--- src/rtl/oam_port_arbiter.sv ---
// OAM port arbiter: shares one single-port OAM RAM between the sprite scanner
// (read-only, priority) and the CPU bridge (read/write). A starvation counter
// forces a CPU grant after STARVE_LIMIT consecutive waiting cycles.
// Optional build macro OAM_CPU_BLOCK_DURING_SCAN_EN adds scan_active_i, which
// blocks CPU writes (and freezes the starvation counter) during line scans.
module oam_port_arbiter #(
    parameter int unsigned ADDR_W       = 6,
    parameter int unsigned DATA_W       = 32,
    parameter int unsigned STARVE_LIMIT = 8
) (
    input  logic              clk_i,
    input  logic              reset_i,
    input  logic              scan_req_i,
    input  logic [ADDR_W-1:0] scan_addr_i,
`ifdef OAM_CPU_BLOCK_DURING_SCAN_EN
    input  logic              scan_active_i,
`endif
    output logic              scan_gnt_o,
    output logic              scan_rvalid_o,
    output logic [DATA_W-1:0] scan_rdata_o,
    input  logic              cpu_valid_i,
    input  logic              cpu_we_i,
    input  logic [ADDR_W-1:0] cpu_addr_i,
    input  logic [DATA_W-1:0] cpu_wdata_i,
    output logic              cpu_ready_o,
    output logic              cpu_rvalid_o,
    output logic [DATA_W-1:0] cpu_rdata_o,
    output logic [ADDR_W-1:0] ram_addr_o,
    output logic              ram_we_o,
    output logic [DATA_W-1:0] ram_wdata_o,
    input  logic [DATA_W-1:0] ram_rdata_i
);

    localparam int unsigned CntW = $clog2(STARVE_LIMIT) + 1;
    localparam logic [CntW-1:0] CntLast = CntW'(STARVE_LIMIT - 1);

    // Who owns the read data returning from the RAM this cycle.
    typedef enum logic [1:0] {
        OwnNone = 2'd0,
        OwnScan = 2'd1,
        OwnCpu  = 2'd2
    } owner_e;

    owner_e            owner_q, owner_d;
    logic [CntW-1:0]   cnt_q, cnt_d;
    logic              force_q, force_d;
    logic [DATA_W-1:0] scan_rdata_q, scan_rdata_d;
    logic [DATA_W-1:0] cpu_rdata_q, cpu_rdata_d;

    logic cpu_blocked;
    logic cpu_elig;

`ifdef OAM_CPU_BLOCK_DURING_SCAN_EN
    assign cpu_blocked = scan_active_i & cpu_we_i;
`else
    assign cpu_blocked = 1'b0;
`endif

    // A blocked write is invisible to arbitration; reads are never blocked.
    assign cpu_elig = cpu_valid_i & ~cpu_blocked;

    // Grant selection and RAM drive.
    always_comb begin
        scan_gnt_o  = 1'b0;
        cpu_ready_o = 1'b0;
        if (force_q && cpu_elig) begin
            cpu_ready_o = 1'b1;
        end else if (scan_req_i) begin
            scan_gnt_o = 1'b1;
        end else if (cpu_elig) begin
            cpu_ready_o = 1'b1;
        end

        ram_addr_o = '0;
        if (scan_gnt_o) begin
            ram_addr_o = scan_addr_i;
        end else if (cpu_ready_o) begin
            ram_addr_o = cpu_addr_i;
        end
        ram_we_o    = cpu_ready_o & cpu_we_i;
        ram_wdata_o = cpu_wdata_i;
    end

    // Next-state: read owner, starvation counter, forced grant, held read data.
    always_comb begin
        owner_d = OwnNone;
        if (scan_gnt_o) begin
            owner_d = OwnScan;
        end else if (cpu_ready_o && !cpu_we_i) begin
            owner_d = OwnCpu;
        end

        cnt_d   = cnt_q;
        force_d = force_q;
        if (!cpu_valid_i) begin
            // Also covers a withdrawn request, so a stale force never lingers.
            cnt_d   = '0;
            force_d = 1'b0;
        end else if (cpu_blocked) begin
            cnt_d   = cnt_q;
            force_d = force_q;
        end else if (cpu_ready_o) begin
            cnt_d   = '0;
            force_d = 1'b0;
        end else begin
            cnt_d = cnt_q + 1'b1;
            if (cnt_q == CntLast) begin
                force_d = 1'b1;
            end
        end

        scan_rdata_d = scan_rdata_q;
        cpu_rdata_d  = cpu_rdata_q;
        if (owner_q == OwnScan) begin
            scan_rdata_d = ram_rdata_i;
        end
        if (owner_q == OwnCpu) begin
            cpu_rdata_d = ram_rdata_i;
        end
    end

    // Read-return outputs: live RAM data on the return cycle, held value otherwise.
    always_comb begin
        scan_rvalid_o = (owner_q == OwnScan);
        cpu_rvalid_o  = (owner_q == OwnCpu);
        scan_rdata_o  = scan_rvalid_o ? ram_rdata_i : scan_rdata_q;
        cpu_rdata_o   = cpu_rvalid_o ? ram_rdata_i : cpu_rdata_q;
    end

    // State registers; reset drops any in-flight read return.
    always_ff @(posedge clk_i or posedge reset_i) begin
        if (reset_i) begin
            owner_q      <= OwnNone;
            cnt_q        <= '0;
            force_q      <= 1'b0;
            scan_rdata_q <= '0;
            cpu_rdata_q  <= '0;
        end else begin
            owner_q      <= owner_d;
            cnt_q        <= cnt_d;
            force_q      <= force_d;
            scan_rdata_q <= scan_rdata_d;
            cpu_rdata_q  <= cpu_rdata_d;
        end
    end

endmodule

--- config.mk ---
export PLATFORM = sky130hd
export DESIGN_NAME = oam_port_arbiter
export DESIGN_NICKNAME = d
export VERILOG_FILES = /design/src/rtl/oam_port_arbiter.sv
export SDC_FILE = /design/constraint.sdc
export NUM_CORES = 1
export LEC_CHECK = 0
export ABC_CLOCK_PERIOD_IN_PS = 2400
export CAP_MARGIN = 40
export CORE_ASPECT_RATIO = 1.25
export CORE_MARGIN = 5
export CORE_UTILIZATION = 35
export CTS_CLUSTER_SIZE = 12
export DETAILED_ROUTE_END_ITERATION = 8
export GPL_TIMING_DRIVEN = 0
export PLACE_DENSITY = 0.81
export SETUP_SLACK_MARGIN = 0.15
export SLEW_MARGIN = 20
export SYNTH_ARGS = -nofsm -noshare
export SYNTH_HDL_FRONTEND = slang
export SYNTH_SLANG_ARGS = --single-unit
--- constraint.sdc ---
create_clock -name clk_i -period 2.4 [get_ports clk_i]
set_input_delay 0.48 -clock clk_i [delete_from_list [all_inputs] [get_ports clk_i]]
set_output_delay 0.48 -clock clk_i [all_outputs]
set_load 0.02 [all_outputs]
Figure 1. Metal 4 (run 1).
Scale bar: 20 um.
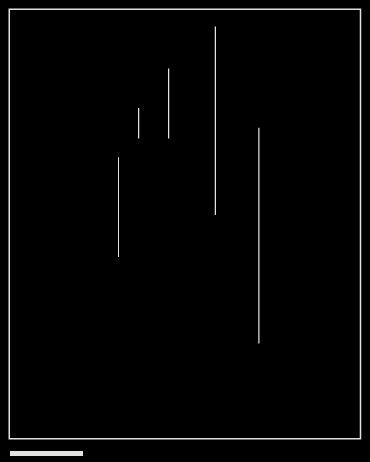
main direction	vertical
longest straight run	59.2 um
nets with wire on the layer	3
Detailed Route WL: 8784 um
vias after detailed routing: 2,311

Figure 2. Metal 3 (run 1).
Scale bar: 20 um.
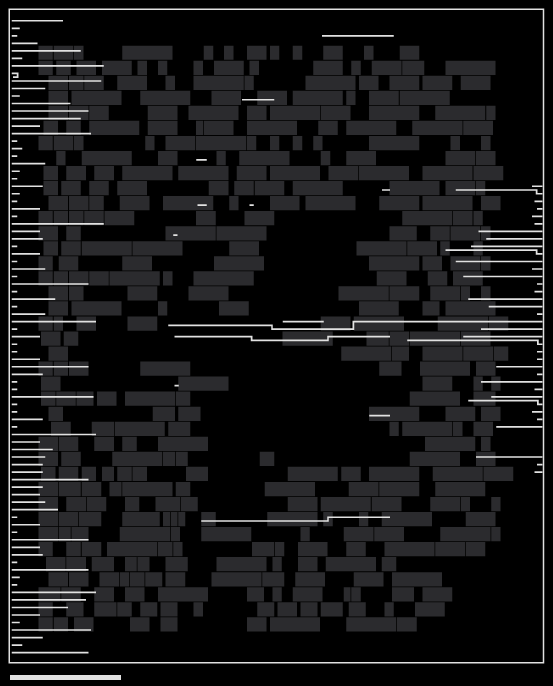
longest straight run	34.0 um
wire length on this layer	916 um
main direction	horizontal
nets with wire on the layer	124
share of all routed wire	10%
met3 usage: 0.05818

==> results.yml, run 1 <==
# physical design summary
worst_setup_path:
  cp_slowest_cell: "dfrtp_1"
  cp-end-kind: "output pin"
  reg2reg_depth: 4
  slowest_delay_ns: 0.37
  r2r_end: "scan_rdata_q[19]"
  path_max_fanout: 6
  critical_path_required_ns: 1.92
  crit_chain: "nor2b_1 -> buf_6 -> buf_4 -> mux2_2 -> dlygate4sd2_1"
  cp.arrival_ns: 1.80
  path_class: "flip-flop to output pin"
  cp.depth: 5
  critPathTopFamily: "buffers and inverters"
route:
  wl_met2_um: 4413
  drtIter0Drc: 35
  drt-met1-wl_um: 3290
  drc: 0
  wl_met3_um: 915
  first_pass_iters: 3
outcome:
  status: "completed"
final_layout:
  n_antenna_cell: 0
  area_delta_synth_final_pct: 57.54
  fill_cells: 795
synthesis:
  seq_area_frac_synth: 0.5451
  yosys.cell_types.count: 24
  syn_inst: 205
  synth_area_sq_um: 3259
  avgSynthCellArea_sq_um: 15.90
  yosysChipArea_sq_um: 3259
grt:
  grt_pass1_wl_um: 13660
  grt_start_max_net_pins: 36
pwr:
  powerClk_uw: 1310
  switchingPower_uw: 1132
  power_density_nw_per_um2: 766.0
  internal-power_uw: 2801
job:
  warnings: 28
floorplanning:
  rows: 39
  fp.dieH_um: 117.9
  die_width_um: 96.32
  dieArea_sq_um: 11350
placement:
  numPortBuffers: 155
  gp_congestion: 0.7091
  place_inst: 485
  dpl.hpwl_um: 6788
clock_network:
  cts_resized: 155
  clk_latency_ns: 0.33
  root_buffer: "clkbuf_16"
sta:
  finalSetupTns_ns: 0
  relSlewSlack: 0.8373
  finalHoldViolCount: 0
Figure 3. Routing congestion map (run 1).
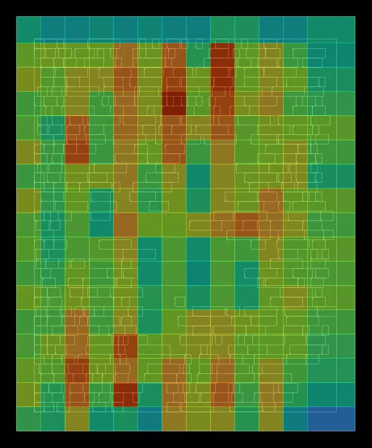
global routing's busiest layer: met2
WL/cell: 17.33 um
GR Layer Usage met1: 0.1716

## run 1: cells in the final DEF (no fill, tap or decap), types with 2 or more instances in the layout
master / instances
a32o_1: 6
and3_1: 2
buf_12: 5
buf_2: 27
buf_4: 38
buf_6: 2
buf_8: 3
clkbuf_16: 9
clkbuf_2: 28
clkdlybuf4s15_2: 10
clkdlybuf4s50_1: 78
clkinvlp_4: 4
dfrtp_1: 71
dlygate4sd2_1: 12
mux2_2: 6
mux2_4: 58
nand2b_1: 2
nor2_1: 2
nor2b_1: 2
## run 1: final cells by class
class / instances / area, sq um / share of cell area
tap: 123 / 153.9 / 0.02997
timing repair buffer: 163 / 1364 / 0.2656
sequential: 71 / 1777 / 0.3460
buffer: 42 / 380.4 / 0.07407
clock inverter: 5 / 57.56 / 0.01121
multi-input combinational: 90 / 1149 / 0.2237
inverter: 2 / 11.26 / 0.002193
clock buffer: 11 / 242.7 / 0.04727
## run 1: logic make-up after synthesis
group | count (synthesis) | synth area share
multiplexers | 65 | 0.2910
XOR/XNOR | 1 | 0.002688
AND-OR/OR-AND | 7 | 0.02188
adder cells (fa/ha/maj) | 1 | 0.003838
flip-flops | 71 | 0.5451
buffers and inverters | 44 | 0.1048
AND/OR/NAND/NOR | 16 | 0.03071
## run 1: Yosys cell counts (all sizes together)
cell	instances	share of area
dfrtp	71	0.55
mux2	64	0.29
buf	40	0.10
a32o	6	0.018
and3	2	0.0038
clkbuf	2	0.0023
inv	2	0.0023
nand2b	2	0.0038
nor2	2	0.0023
nor2b	2	0.0038
a21boi	1	0.0035
and2	1	0.0019
ha	1	0.0038
mux2i	1	0.0031
nand2	1	0.0012
nand3	1	0.0015
nand3b	1	0.0023
nand4b	1	0.0027
nand4bb	1	0.0035
nor3	1	0.0015
nor3b	1	0.0023
xnor2	1	0.0027
Figure 4. Met2 routing (run 1).
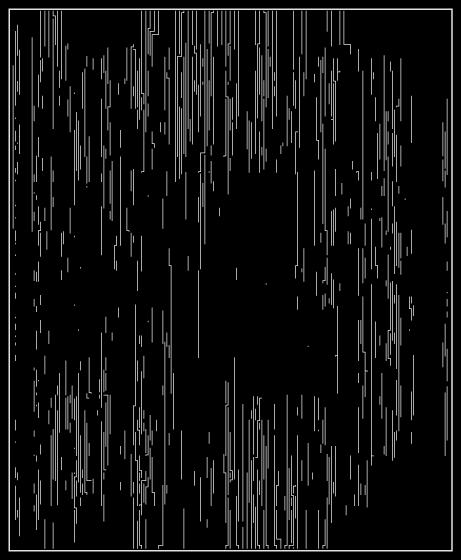

--- run 2 (diff from run 1) ---
--- a/config.mk
+++ b/config.mk
@@ -8,11 +8,12 @@
 export ABC_CLOCK_PERIOD_IN_PS = 2400
 export CAP_MARGIN = 40
 export CORE_ASPECT_RATIO = 1.25
-export CORE_MARGIN = 5
+export CORE_MARGIN = 2
 export CORE_UTILIZATION = 35
 export CTS_CLUSTER_SIZE = 12
 export DETAILED_ROUTE_END_ITERATION = 8
 export GPL_TIMING_DRIVEN = 0
+export HOLD_SLACK_MARGIN = 0.02
 export PLACE_DENSITY = 0.81
 export SETUP_SLACK_MARGIN = 0.15
 export SLEW_MARGIN = 20
Figure 5. Met2 routing (run 2).
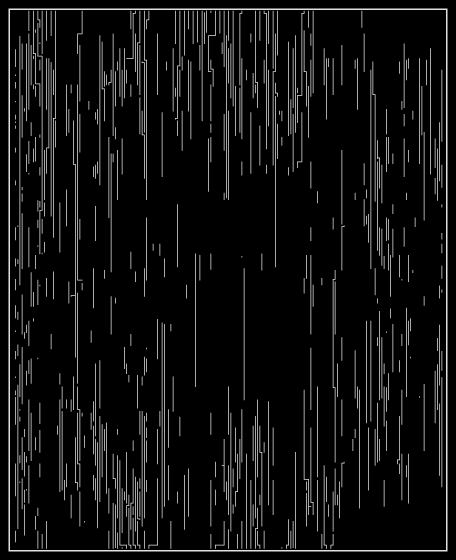
share of all routed wire	51%
nets with wire on the layer	433
longest straight run	51.5 um
main direction	vertical
wire length on this layer	4,190 um
met2 Use GR: 0.2867
vias after detailed routing: 2,232
Detailed Route WL: 8166 um

Figure 6. The metal 1 layer (run 2).
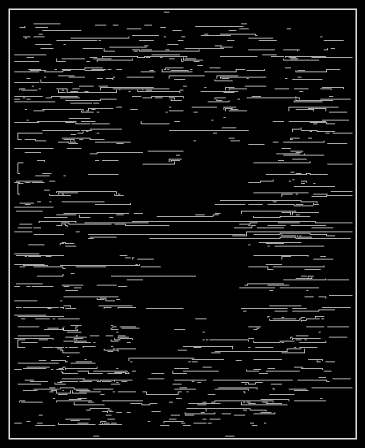
nets with wire on the layer	398
longest straight run	47.8 um
wire length on this layer	3,360 um
share of all routed wire	41%
GR Layer Usage met1: 0.1960

==> run 2 against run 1 <==
Clock skew shrank 0.0017 ns; power decreased by 4.4%; area after synthesis unchanged; cell area fell by 1.6%; sequential cell count unchanged; die area down 11%; global-route usage grew 0.54 points; critical path type unchanged; wire length is 7.0% lower.
==> results.yml, run 2 <==
# physical design summary
outcome:
  status: "completed"
route:
  wl_per_cell_um: 16.17
  drc: 0
  drtIter0Drc: 37
  first_pass_iters: 4
floorplanning:
  die_width_um: 90.32
  dieArea_sq_um: 10110
  fp.dieH_um: 111.9
grt:
  met3_usage: 0.04263
  grt_pass1_wl_um: 12880
placement:
  gp_congestion: 0.7941
  dpl.hpwl_um: 6280
  numPortBuffers: 155
final_layout:
  area_delta_synth_final_pct: 54.97
  layout_top_cell: "clkdlybuf4s50_1"
  n_antenna_cell: 0
pwr:
  internal-power_uw: 2698
  power_density_nw_per_um2: 744.5
worst_setup_path:
  critPathTopFamily: "buffers and inverters"
  path_max_fanout: 6
  cp-end-kind: "output pin"
  cp.arrival_ns: 1.77
  path_class: "flip-flop to output pin"
synthesis:
  synth-xor-area-share: 0.002687
  synth_area_leader_cell: "dfrtp_1"
  synth_area_sq_um: 3259
  compound_area_frac: 0.02188
  async_flop_share: 1.000
  seq_area_frac_synth: 0.5451
sta:
  relSlewSlack: 0.8154
  finalHoldViolCount: 0
[run 2: metal layers]
metal	vias to the layer above	wire (um)
li1	1028	-
met3	7	535
met1	1069	3357
met5	-	0
met4	0	85
met2	128	4187
[run 2: layout make-up]
type / count / area, sq um
Fill cell: 785 / 4025
Sequential cell: 71 / 1778
Timing Repair Buffer: 163 / 1325
Multi-Input combinational cell: 90 / 1149
Buffer: 42 / 369.1
Clock buffer: 13 / 260.3
Tap cell: 123 / 153.9
Inverter: 2 / 11.26
Clock inverter: 1 / 5.005
[run 2: timing repair]
action	4_1_cts	5_1_grt
gates resized	116	95
setup endpoints to repair	75	60
buffers inserted	2	4
cloned	0	0
[run 2: worst max-delay path by stage]
stage / end / slack (ns) / cells after the start
after floorplan: ram_addr_o[0] / 0.75 / 2
after global placement: ram_addr_o[0] / -0.29 / 4
after detailed placement: ram_addr_o[0] / -0.28 / 4
after CTS: scan_rdata_o[4] / 0.04 / 5
after global routing: scan_rdata_o[31] / 0.08 / 5
final: scan_rdata_o[31] / 0.15 / 5
[run 2: metrics by stage]
step | cell area, sq um | hold slack (ns)
6_report | 5051 | 0.4126
5_1_grt | 5051 | 0.4168
4_1_cts | 5249 | 0.4012
3_5_place_dp | 5009 | 0.4506
3_3_place_gp | 4969 | 0.4377
2_1_floorplan | 3263 | 0.4227
[run 2: kinds of logic after synthesis]
kind of cell	count (synthesis)
XOR/XNOR	1
flip-flops	71
AND-OR/OR-AND	7
buffers and inverters	44
AND/OR/NAND/NOR	16
adder cells (fa/ha/maj)	1
multiplexers	65
[run 2: power by group through the flow]
stage,clock network (uW),registers [uW],logic (uW)
after detailed placement,0,1460,1340
final,1160,1440,1160
after global routing,1260,1460,1230
after CTS,1210,1440,1230
after global placement,0,1450,1310
after floorplan,0,1440,745
Figure 7. Routing congestion map (run 2).
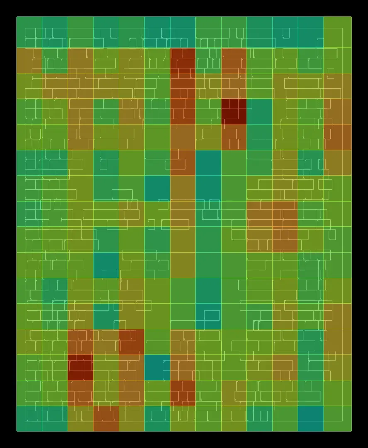

--- run 3 (diff from run 2) ---
--- a/config.mk
+++ b/config.mk
@@ -14,6 +14,7 @@
 export DETAILED_ROUTE_END_ITERATION = 8
 export GPL_TIMING_DRIVEN = 0
 export HOLD_SLACK_MARGIN = 0.02
+export MAX_ROUTING_LAYER = met4
 export PLACE_DENSITY = 0.81
 export SETUP_SLACK_MARGIN = 0.15
 export SLEW_MARGIN = 20
Figure 8. Routing congestion map (run 3).
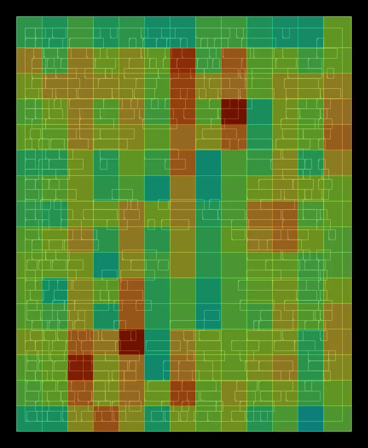
met2 Use GR: 0.2877
met3 usage: 0.04263
WL/cell: 16.14 um

==> run 3 against run 2 <==
Die area stayed put; cell area is the same; largest power group unchanged; area after synthesis unchanged; critical path type unchanged; wire length shrank 0.20%; clock power about the same.
==> results.yml, run 3 <==
# physical design summary
outcome:
  status: "completed"
clock_network:
  clk_latency_ns: 0.32
worst_setup_path:
  path_max_fanout: 6
  critical_path_required_ns: 1.92
  cp.arrival_ns: 1.77
  r2r_end: "scan_rdata_q[8]"
grt:
  grt_start_max_net_pins: 36
  grt_pass1_wl_um: 12870
synthesis:
  synth.top_cell.area_share: 0.5451
  seq_area_frac_synth: 0.5451
  area_leaders: "dfrtp_1 55%, mux2_4 27%, buf_4 7.6%, buf_6 2.4%, mux2_2 2.1%"
  synth_area_leader_cell: "dfrtp_1"
  ys_top_cells_by_count: "71 x dfrtp_1, 58 x mux2_4, 33 x buf_4, 7 x buf_6"
job:
  warnings: 28
route:
  drc: 0
  drtIter0Drc: 30
  first_pass_iters: 4
final_layout:
  layout_top_cell: "clkdlybuf4s50_1"
  buf_share: 0.3354
  n_all_buffers: 205
  comb_share: 0.2274
  seq_area_frac: 0.3520
  area_delta_synth_final_pct: 54.97
  n_antenna_cell: 0
  inverters: 2
  flops: 71
  fill_cells: 785
  logic_area_sq_um: 1149
floorplanning:
  die_width_um: 90.32
  tapCellCount: 123
  rows: 39
sta:
  finalHoldViolCount: 0
  finalSetupTns_ns: 0
placement:
  dpl.hpwl_um: 6280
pwr:
  power_density_nw_per_um2: 744.1
  internal-power_uw: 2698
Figure 9. Metal 3 (run 3).
Scale bar: 20 um.
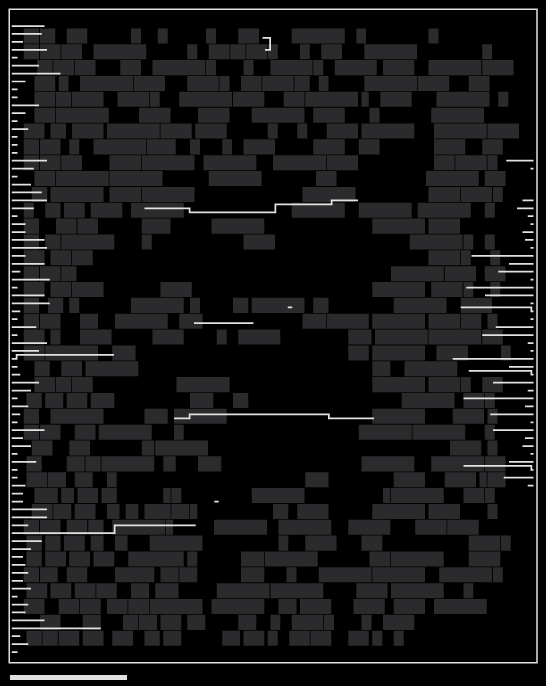
nets with wire on the layer	121
wire length on this layer	539 um
vias after detailed routing: 2,239
Detailed Route WL: 8150 um

-- run 3: cells by family (layout without fill, tap and decap cells) --
logic type,after synthesis,after routing,share of synthesized area
AND-OR/OR-AND,7,7,0.02188
XOR/XNOR,1,1,0.002688
adder cells (fa/ha/maj),1,1,0.003838
buffers and inverters,44,221,0.1048
flip-flops,71,71,0.5451
multiplexers,65,65,0.2910
AND/OR/NAND/NOR,16,16,0.03071
-- run 3: what timing repair did --
item / in CTS / in global routing
setup endpoints to repair: 75 / 60
setup buffers: 2 / 4
gates cloned: 0 / 0
hold buffers: 0 / 0
gates resized: 116 / 95
-- run 3: worst min-delay path by stage --
stage	from	cells past startpoint	slack [ns]	to
after floorplan	cnt_q[3]	1	0.42	force_q
after detailed placement	cnt_q[3]	1	0.45	force_q
after global routing	reset_i	2	0.42	scan_rdata_q[9]
after CTS	reset_i	2	0.40	scan_rdata_q[9]
final	reset_i	2	0.41	cpu_rdata_q[9]
after global placement	cnt_q[3]	1	0.44	force_q
-- run 3: power by group through the flow --
stage,registers (uW),clock network [uW],logic [uW]
global route,1460,1260,1230
CTS,1440,1210,1230
detailed placement,1460,0,1340
floorplan,1440,0,745
finish,1440,1160,1160
global placement,1450,0,1310
-- run 3: layer usage --
layer	up-vias	share of wire	global-route usage
met5	-	0	-
met4	0	0.010	0.05538
met2	128	0.52	0.2877
met3	7	0.066	0.04263
met1	1074	0.41	0.1951
li1	1030	-	-
-- run 3: stage by stage --
step	instance area, sq um	cells
after floorplan	3263	205
after global placement	4969	483
after detailed placement	5009	485
after CTS	5249	501
after global routing	5051	505
final	5051	505
-- run 3: worst max-delay path: stages (launching register included) --
cell and delay (ns):
dfrtp_1 0.37, nor2b_1 0.14, buf_6 0.16, buf_4 0.11, mux2_2 0.34, dlygate4sd2_1 0.32
No activity file was given, so power comes from the tool's default toggle rates.
